<file path="src/rtl/kros_pkg.sv">
// Shared constants for the KROS light-show datapath: default bus widths,
// play-mode encodings and the step FSM state type.
package kros_pkg;

  localparam int unsigned SEQ_W  = 6;
  localparam int unsigned STEP_W = 4;
  localparam int unsigned NUM_CH = 10;
  localparam int unsigned FREQ_W = 3;

  localparam logic [1:0] MODE_FWD  = 2'd0;
  localparam logic [1:0] MODE_REV  = 2'd1;
  localparam logic [1:0] MODE_PING = 2'd2;
  localparam logic [1:0] MODE_ONE  = 2'd3;

  // Walk direction / completion of the step walker.
  typedef enum logic [1:0] {
    ST_UP   = 2'd0,
    ST_DN   = 2'd1,
    ST_DONE = 2'd2
  } step_state_e;

endpackage

</file>
<file path="src/rtl/pb_edge.sv">
// Pushbutton conditioner: 2-FF synchroniser followed by a rising-edge detect.
// Ports:
//   clk, rst  - clock, async active-high reset
//   pb        - raw asynchronous button level
//   pulse_c   - one-cycle pulse on each synchronised rising edge (combinational)
module pb_edge (
  input  logic clk,
  input  logic rst,
  input  logic pb,
  output logic pulse_c
);

  logic s1, s2, s2_d;

  // Synchroniser plus one delayed copy for edge detection.
  always_ff @(posedge clk or posedge rst) begin
    if (rst) begin
      s1   <= 1'b0;
      s2   <= 1'b0;
      s2_d <= 1'b0;
    end else begin
      s1   <= pb;
      s2   <= s1;
      s2_d <= s2;
    end
  end

  assign pulse_c = s2 & ~s2_d;

endmodule

</file>
<file path="src/rtl/step_sequencer.sv">
// Multi-mode pattern sequencer: internal step tick from freq_num, pattern
// select by pushbuttons, forward/reverse/ping-pong/one-shot step walk and a
// registered LED bus fed from the pattern ROM.
// Ports:
//   CLK_50, reset         - clock, async active-high reset
//   pb_seq_up, pb_seq_dn  - raw buttons: next / previous pattern
//   freq_num              - speed select (larger = faster)
//   mode                  - 0 fwd, 1 rev, 2 ping-pong, 3 one-shot
//   run                   - 1 advance, 0 pause
//   rom_data              - pattern ROM data (1-cycle read latency)
//   rom_addr              - {seq_num, step_num}
//   seq_num, step_num     - current pattern / step
//   LEDR                  - registered ROM data
//   done                  - one-shot pattern complete
module step_sequencer #(
  parameter int unsigned SEQ_W    = kros_pkg::SEQ_W,
  parameter int unsigned STEP_W   = kros_pkg::STEP_W,
  parameter int unsigned NUM_CH   = kros_pkg::NUM_CH,
  parameter int unsigned FREQ_W   = kros_pkg::FREQ_W,
  parameter int unsigned BASE_DIV = 390625,
  parameter int unsigned DIV_W    = 26
) (
  input  logic                    CLK_50,
  input  logic                    reset,
  input  logic                    pb_seq_up,
  input  logic                    pb_seq_dn,
  input  logic [FREQ_W-1:0]       freq_num,
  input  logic [1:0]              mode,
  input  logic                    run,
  input  logic [NUM_CH-1:0]       rom_data,
  output logic [SEQ_W+STEP_W-1:0] rom_addr,
  output logic [SEQ_W-1:0]        seq_num,
  output logic [STEP_W-1:0]       step_num,
  output logic [NUM_CH-1:0]       LEDR,
  output logic                    done
);

  import kros_pkg::*;

  localparam logic [STEP_W-1:0] STEP_MAX  = '1;
  localparam logic [STEP_W-1:0] STEP_ZERO = '0;
  localparam logic [STEP_W-1:0] STEP_ONE  = STEP_W'(1);

  logic              up_c, dn_c, seq_chg_c, tick_c, done_d;
  logic [DIV_W-1:0]  period_c, div_q, div_d;
  logic [SEQ_W-1:0]  seq_d;
  logic [STEP_W-1:0] step_d;
  step_state_e       state_q, state_d, state_eff;

  pb_edge u_pb_up (.clk(CLK_50), .rst(reset), .pb(pb_seq_up), .pulse_c(up_c));
  pb_edge u_pb_dn (.clk(CLK_50), .rst(reset), .pb(pb_seq_dn), .pulse_c(dn_c));

  // Simultaneous up and down requests cancel.
  assign seq_chg_c = up_c ^ dn_c;

  // Period doubles for each step below the top speed; the >= compare lets a
  // shorter period take effect without waiting for the old one to expire.
  assign period_c = DIV_W'(BASE_DIV) << (~freq_num);
  assign tick_c   = run && (div_q >= (period_c - DIV_W'(1)));

  assign rom_addr = {seq_num, step_num};

  // Next-state logic for pattern counter, divider and step walker.
  always_comb begin
    // Drop flags left over from a mode that is no longer selected.
    state_eff = state_q;
    if ((mode != MODE_PING) && (state_eff == ST_DN))   state_eff = ST_UP;
    if ((mode != MODE_ONE)  && (state_eff == ST_DONE)) state_eff = ST_UP;

    state_d = state_eff;
    seq_d   = seq_num;
    step_d  = step_num;
    div_d   = div_q;

    if (seq_chg_c) begin
      seq_d   = up_c ? (seq_num + SEQ_W'(1)) : (seq_num - SEQ_W'(1));
      step_d  = (mode == MODE_REV) ? STEP_MAX : STEP_ZERO;
      div_d   = '0;
      state_d = ST_UP;
    end else if (run) begin
      if (!tick_c) begin
        div_d = div_q + DIV_W'(1);
      end else begin
        div_d = '0;
        case (mode)
          MODE_FWD: step_d = step_num + STEP_ONE;
          MODE_REV: step_d = step_num - STEP_ONE;
          MODE_PING: begin
            // Flip on arriving at an endpoint so each endpoint plays once.
            if (state_eff == ST_UP) begin
              if (step_num == STEP_MAX) begin
                step_d  = STEP_MAX - STEP_ONE;
                state_d = ST_DN;
              end else begin
                step_d = step_num + STEP_ONE;
                if (step_num == (STEP_MAX - STEP_ONE)) state_d = ST_DN;
              end
            end else begin
              if (step_num == STEP_ZERO) begin
                step_d  = STEP_ONE;
                state_d = ST_UP;
              end else begin
                step_d = step_num - STEP_ONE;
                if (step_num == STEP_ONE) state_d = ST_UP;
              end
            end
          end
          MODE_ONE: begin
            if (state_eff != ST_DONE) begin
              if (step_num == STEP_MAX) state_d = ST_DONE;
              else                      step_d  = step_num + STEP_ONE;
            end
          end
          default: ;
        endcase
      end
    end

    done_d = (state_d == ST_DONE);
  end

  // State and output registers.
  always_ff @(posedge CLK_50 or posedge reset) begin
    if (reset) begin
      state_q  <= ST_UP;
      seq_num  <= '0;
      step_num <= '0;
      div_q    <= '0;
      done     <= 1'b0;
      LEDR     <= '0;
    end else begin
      state_q  <= state_d;
      seq_num  <= seq_d;
      step_num <= step_d;
      div_q    <= div_d;
      done     <= done_d;
      LEDR     <= rom_data;
    end
  end

endmodule

</file>
<file path="config.mk">
export PLATFORM = sky130hd
export DESIGN_NAME = step_sequencer
export DESIGN_NICKNAME = d
export VERILOG_FILES = /design/src/rtl/kros_pkg.sv /design/src/rtl/pb_edge.sv /design/src/rtl/step_sequencer.sv
export SDC_FILE = /design/constraint.sdc
export NUM_CORES = 1
export LEC_CHECK = 0
export CAP_MARGIN = 20
export CORE_MARGIN = 5
export CORE_UTILIZATION = 45
export CTS_CLUSTER_DIAMETER = 80
export DETAILED_ROUTE_END_ITERATION = 7
export GPL_ROUTABILITY_DRIVEN = 0
export PLACE_DENSITY_LB_ADDON = 0.1
export SLEW_MARGIN = 25
export SYNTH_ARGS = -nofsm -noshare
export SYNTH_HDL_FRONTEND = slang
export SYNTH_HIERARCHICAL = 1
export SYNTH_SLANG_ARGS = --single-unit
export TNS_END_PERCENT = 1
</file>
<file path="constraint.sdc">
create_clock -name CLK_50 -period 2.4 [get_ports CLK_50]
set_input_delay 0.48 -clock CLK_50 [delete_from_list [all_inputs] [get_ports CLK_50]]
set_output_delay 0.48 -clock CLK_50 [all_outputs]
set_load 0.05 [all_outputs]
</file>
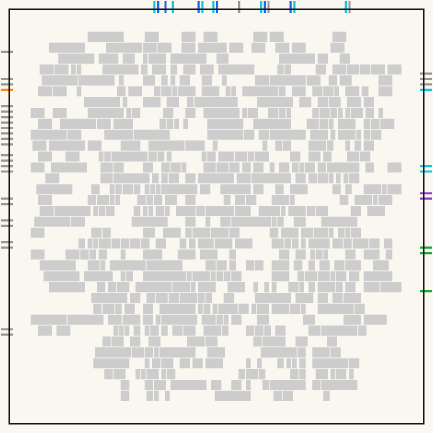
Fig. 1. Pin placement (run 1).
Scale: 4 px per µm. Pins as bars across the die edge, other pins in grey.
Key: freq_num = green [pins 3, direction input, edge east]; mode = purple [pins 2, direction input, edge east]; pb_seq_up = orange [pins 1, direction input, edge west]; rom_addr = cyan [pins 10, direction output, edge 7 north, 3 east]; seq_num = blue [pins 6, direction output, edge north]
All pins by edge: 24 west, 16 north, 11 east.
PortBufs: 50
die y size: 103 µm
Die W: 103 µm

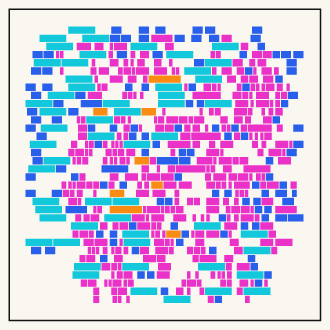
Fig. 2. Placed cells, one colour a class (run 1).
Scale: 3 px per µm.
Key: registers = cyan [cells 55, share of their area 26%]; remaining buffers and delay cells = blue [cells 125, share of their area 22%]; clock drivers and dummy loads = orange [cells 8, share of their area 2.7%]; remaining logic cells = magenta [cells 355, share of their area 49%]
sequential share of cell area: 25.8%
number of placement rows: 34

==> results_dict.tcl, run 1 <==
# collected from the flow reports
set metrics [dict create \
    status "complete, but fails checks" \
    violations "negative setup slack" \
    n_fill_cell 727 \
    cp.arrival_ns 3.15 \
    floorplan.nets 500 \
    min_path_type "flop to flop" \
    antenna_cells 0 \
    cp_max_fo 15 \
    fin_util_pct 62.0 \
    clk_pin_slew_worst_paths_ns 0.10 \
    tightestPinTransition_ns 0.529 \
    skew_ns 0.0149 \
    numCtsBuffers 5 \
    p_switching_mw 1.33 \
    wl_um 9860 \
    core_um2 8590 \
    cp.depth 17 \
    ys_cells 440 \
    finalSetupViolations 33 \
    io_pins 51 \
    setup_ws_ns -0.565 \
    grt_use_met2_pct 31.2 \
    dp.cells 639 \
    rr_worst_depth 12 \
    placed_cell_area_um2 5030 \
    path_cells "buf_6 -> buf_8 -> buf_4 -> nor2_2 -> nand2_2 -> a21oi_2 -> a311oi_2 -> ha_1 -> and4_1 -> a311oi_2 -> a2111oi_4 -> nor4_4 -> buf_4 -> buf_12 -> buf_12 -> a21oi_2 -> a31oi_1" \
    power_frac_seq_pct 33.3 \
    ff_type "dfrtp_1" \
    p_clk_share_pct 22.3 \
    grt_max_degree 37 \
    core_util_floorplan_pct 45.6 \
    rr_endpoint "div_q[22]" \
    comb_cells 327 \
    min_from "u_pb_dn/s1" \
    slowest_stage "a2111oi_4" \
    layout.nonclk_buf_share_pct 21.2 \
    use_met1_pct 26.8 \
    path_buffers 6 \
]
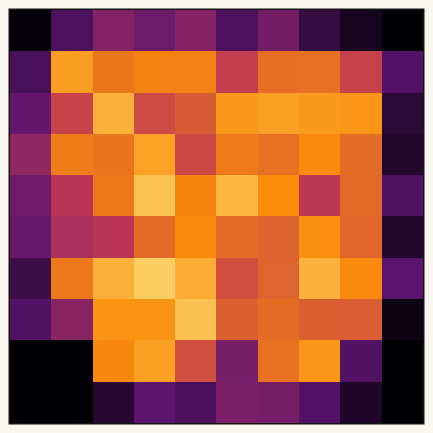
Fig. 3. Placement density heat map (run 1).
Scale: 4 px per µm. 10 x 10 tiles, from black (low) to pale yellow (high), 0 to 100% covered.
19% of the tiles are over 75% full. The fullest tile reaches 89%. The densest ninth of the die: centre. 8.0% of the tiles are nearly empty.

## run 1: synth_stat cells (all sizes together), types with 8 or more instances
library cell  count  area, µm²
buf              14        109
a21oi            35        175
nand3            15       75.1
a31oi            19        119
o21ai            32        160
xnor2             8       70.1
clkbuf           16       61.3
inv              27        101
dfrtp            55       1380
ha               39        488
nand2            45        169
nor2             30        113
## run 1: cell usage in the layout (no fill, tap or decap), drive strengths merged, types with 8 or more instances in the layout
master and instances:
a21oi 35, nand3 15, a31oi 19, buf 77, xnor2 8, nor2 30, dfrtp 55, ha 39
clkdlybuf4s50 47, o21ai 32, nand2 45, inv 28
## run 1: cell families after synthesis
group,after synthesis,synth area share [%]
simple gates,139,18.1
compound gates,128,21.6
buf+inv,58,7.03
flops,55,35.2
fa+ha+maj,40,13.0
xor+xnor,11,2.46
mux,9,2.65
==> run 2: changes to the inputs <==
--- a/config.mk
+++ b/config.mk
@@ -8,7 +8,7 @@
 export CAP_MARGIN = 20
 export CORE_MARGIN = 5
 export CORE_UTILIZATION = 45
-export CTS_CLUSTER_DIAMETER = 80
+export CTS_BUF_LIST = sky130_fd_sc_hd__clkbuf_4
 export DETAILED_ROUTE_END_ITERATION = 7
 export GPL_ROUTABILITY_DRIVEN = 0
 export PLACE_DENSITY_LB_ADDON = 0.1
@@ -17,4 +17,3 @@
 export SYNTH_HDL_FRONTEND = slang
 export SYNTH_HIERARCHICAL = 1
 export SYNTH_SLANG_ARGS = --single-unit
-export TNS_END_PERCENT = 1
==> run 2 against run 1 <==
The flow still finishes with violations (negative setup slack). Worst hold slack worse by 0.032 ns. First-iteration DRC count grew 47%. Utilization is 2.9 points higher. Combinational power rose by 4%. Total power shrank 2.2%. Worst setup slack gained 0.080 ns. Global-route usage up 0.74 points. Clock power decreased by 17%. Register-to-register slack got worse by 0.12 ns. Via count is 2.1% higher. Count of clock-buffer cells in the layout rose by 1. Highest routed layer unchanged.
==> results_dict.tcl, run 2 <==
# collected from the flow reports
set metrics [dict create \
    ff_type "dfrtp_1" \
    antenna_cells 0 \
    p_clk_share_pct 18.9 \
    n_fill_cell 698 \
    top_cell_area_share_pct 35.2 \
    skew_ns 0.0115 \
    die_width_um 103 \
    power_frac_seq_pct 33.9 \
    powerDensity_nw_per_um2 590 \
    grt_use_met2_pct 33.0 \
    grt_max_degree 50 \
    violations "negative setup slack" \
    setup_ws_ns -0.485 \
    numCtsBuffers 5 \
    area_leaders "dfrtp_1, ha_1, a21oi_1" \
    finalSetupViolations 33 \
    dp.cells 643 \
    status "complete, but fails checks" \
    slowest_stage "mux2_4" \
    clk_pin_slew_worst_paths_ns 0.15 \
    use_met1_pct 27.9 \
    rr_worst_depth 10 \
    top_area_cell "dfrtp_1" \
    rr_endpoint "done" \
    cp_max_fo 5 \
    cp.depth 15 \
    path_cells "buf_12 -> nand2_8 -> nor2_4 -> inv_2 -> ha_4 -> a21oi_4 -> a311oi_2 -> ha_1 -> and4_1 -> a311oi_2 -> a2111oi_4 -> buf_4 -> o311ai_4 -> mux2_4 -> nor4_4" \
    mostFrequentLayoutCells "buf_4, dfrtp_1, clkdlybuf4s50_1, ha_1, nand2_1" \
    path_buffers 3 \
    ys_cells 440 \
    core_util_floorplan_pct 45.6 \
    comb_cells 327 \
    layout.nonclk_buf_share_pct 23.3 \
    p_switching_mw 1.31 \
    min_path_type "primary input to async pin" \
    final_common_cell "buf_4" \
    placed_cell_area_um2 5080 \
    io_buffer_count 50 \
    floorplan.nets 500 \
    cp.arrival_ns 3.18 \
    top_cells_by_count "dfrtp_1, nand2_1, ha_1" \
    io_pins 51 \
]
## run 2: cell counts after synthesis
No cell type changed its count.
## run 2: logic make-up after synthesis
| family | Yosys count | synth area share (%) |
|---|---|---|
| adders and majority gates | 40 | 13.0 |
| AOI/OAI and AO/OA | 128 | 21.6 |
| muxes | 9 | 2.65 |
| and+or+nand+nor | 139 | 18.1 |
| buffers and inverters | 58 | 7.03 |
| DFF | 55 | 35.2 |
| xor gates and xnor gates | 11 | 2.46 |
## run 2: repair_timing
action / in CTS / in global routing
cloned: 3 / 0
setup buffers: 9 / 6
pin swaps: 29 / 19
resized: 58 / 36
setup endpoints to repair: 33 / 35
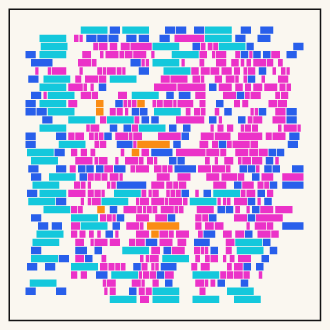
Fig. 4. Placed cells, one colour a class (run 2).
Scale: 3 px per µm.
Key: remaining buffers and delay cells = blue [cells 139, share of their area 24%]; registers = cyan [cells 55, share of their area 25%]; clock drivers and dummy loads = orange [cells 8, share of their area 1.9%]; remaining logic cells = magenta [cells 355, share of their area 49%]
sequential share of cell area: 24.7%
Finished Cell Area: 5580 µm²
final core utilization: 64.9%
core area: 8590 µm²

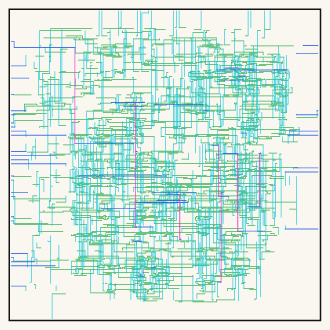
Fig. 5. Signal wires by layer (run 2).
Scale: 3 px per µm.
Key: M1 = green [wire length 4750 µm]; M3 = blue [wire length 437 µm]; M4 = magenta [wire length 179 µm]; M2 = cyan [wire length 4990 µm]
Routed WL per cell: 15.6 µm
routed wire length: 10400 µm
all-layer global routing usage: 20.0%
via count: 3702

Power figures rest on the tool's default switching activity, not on a simulated workload.
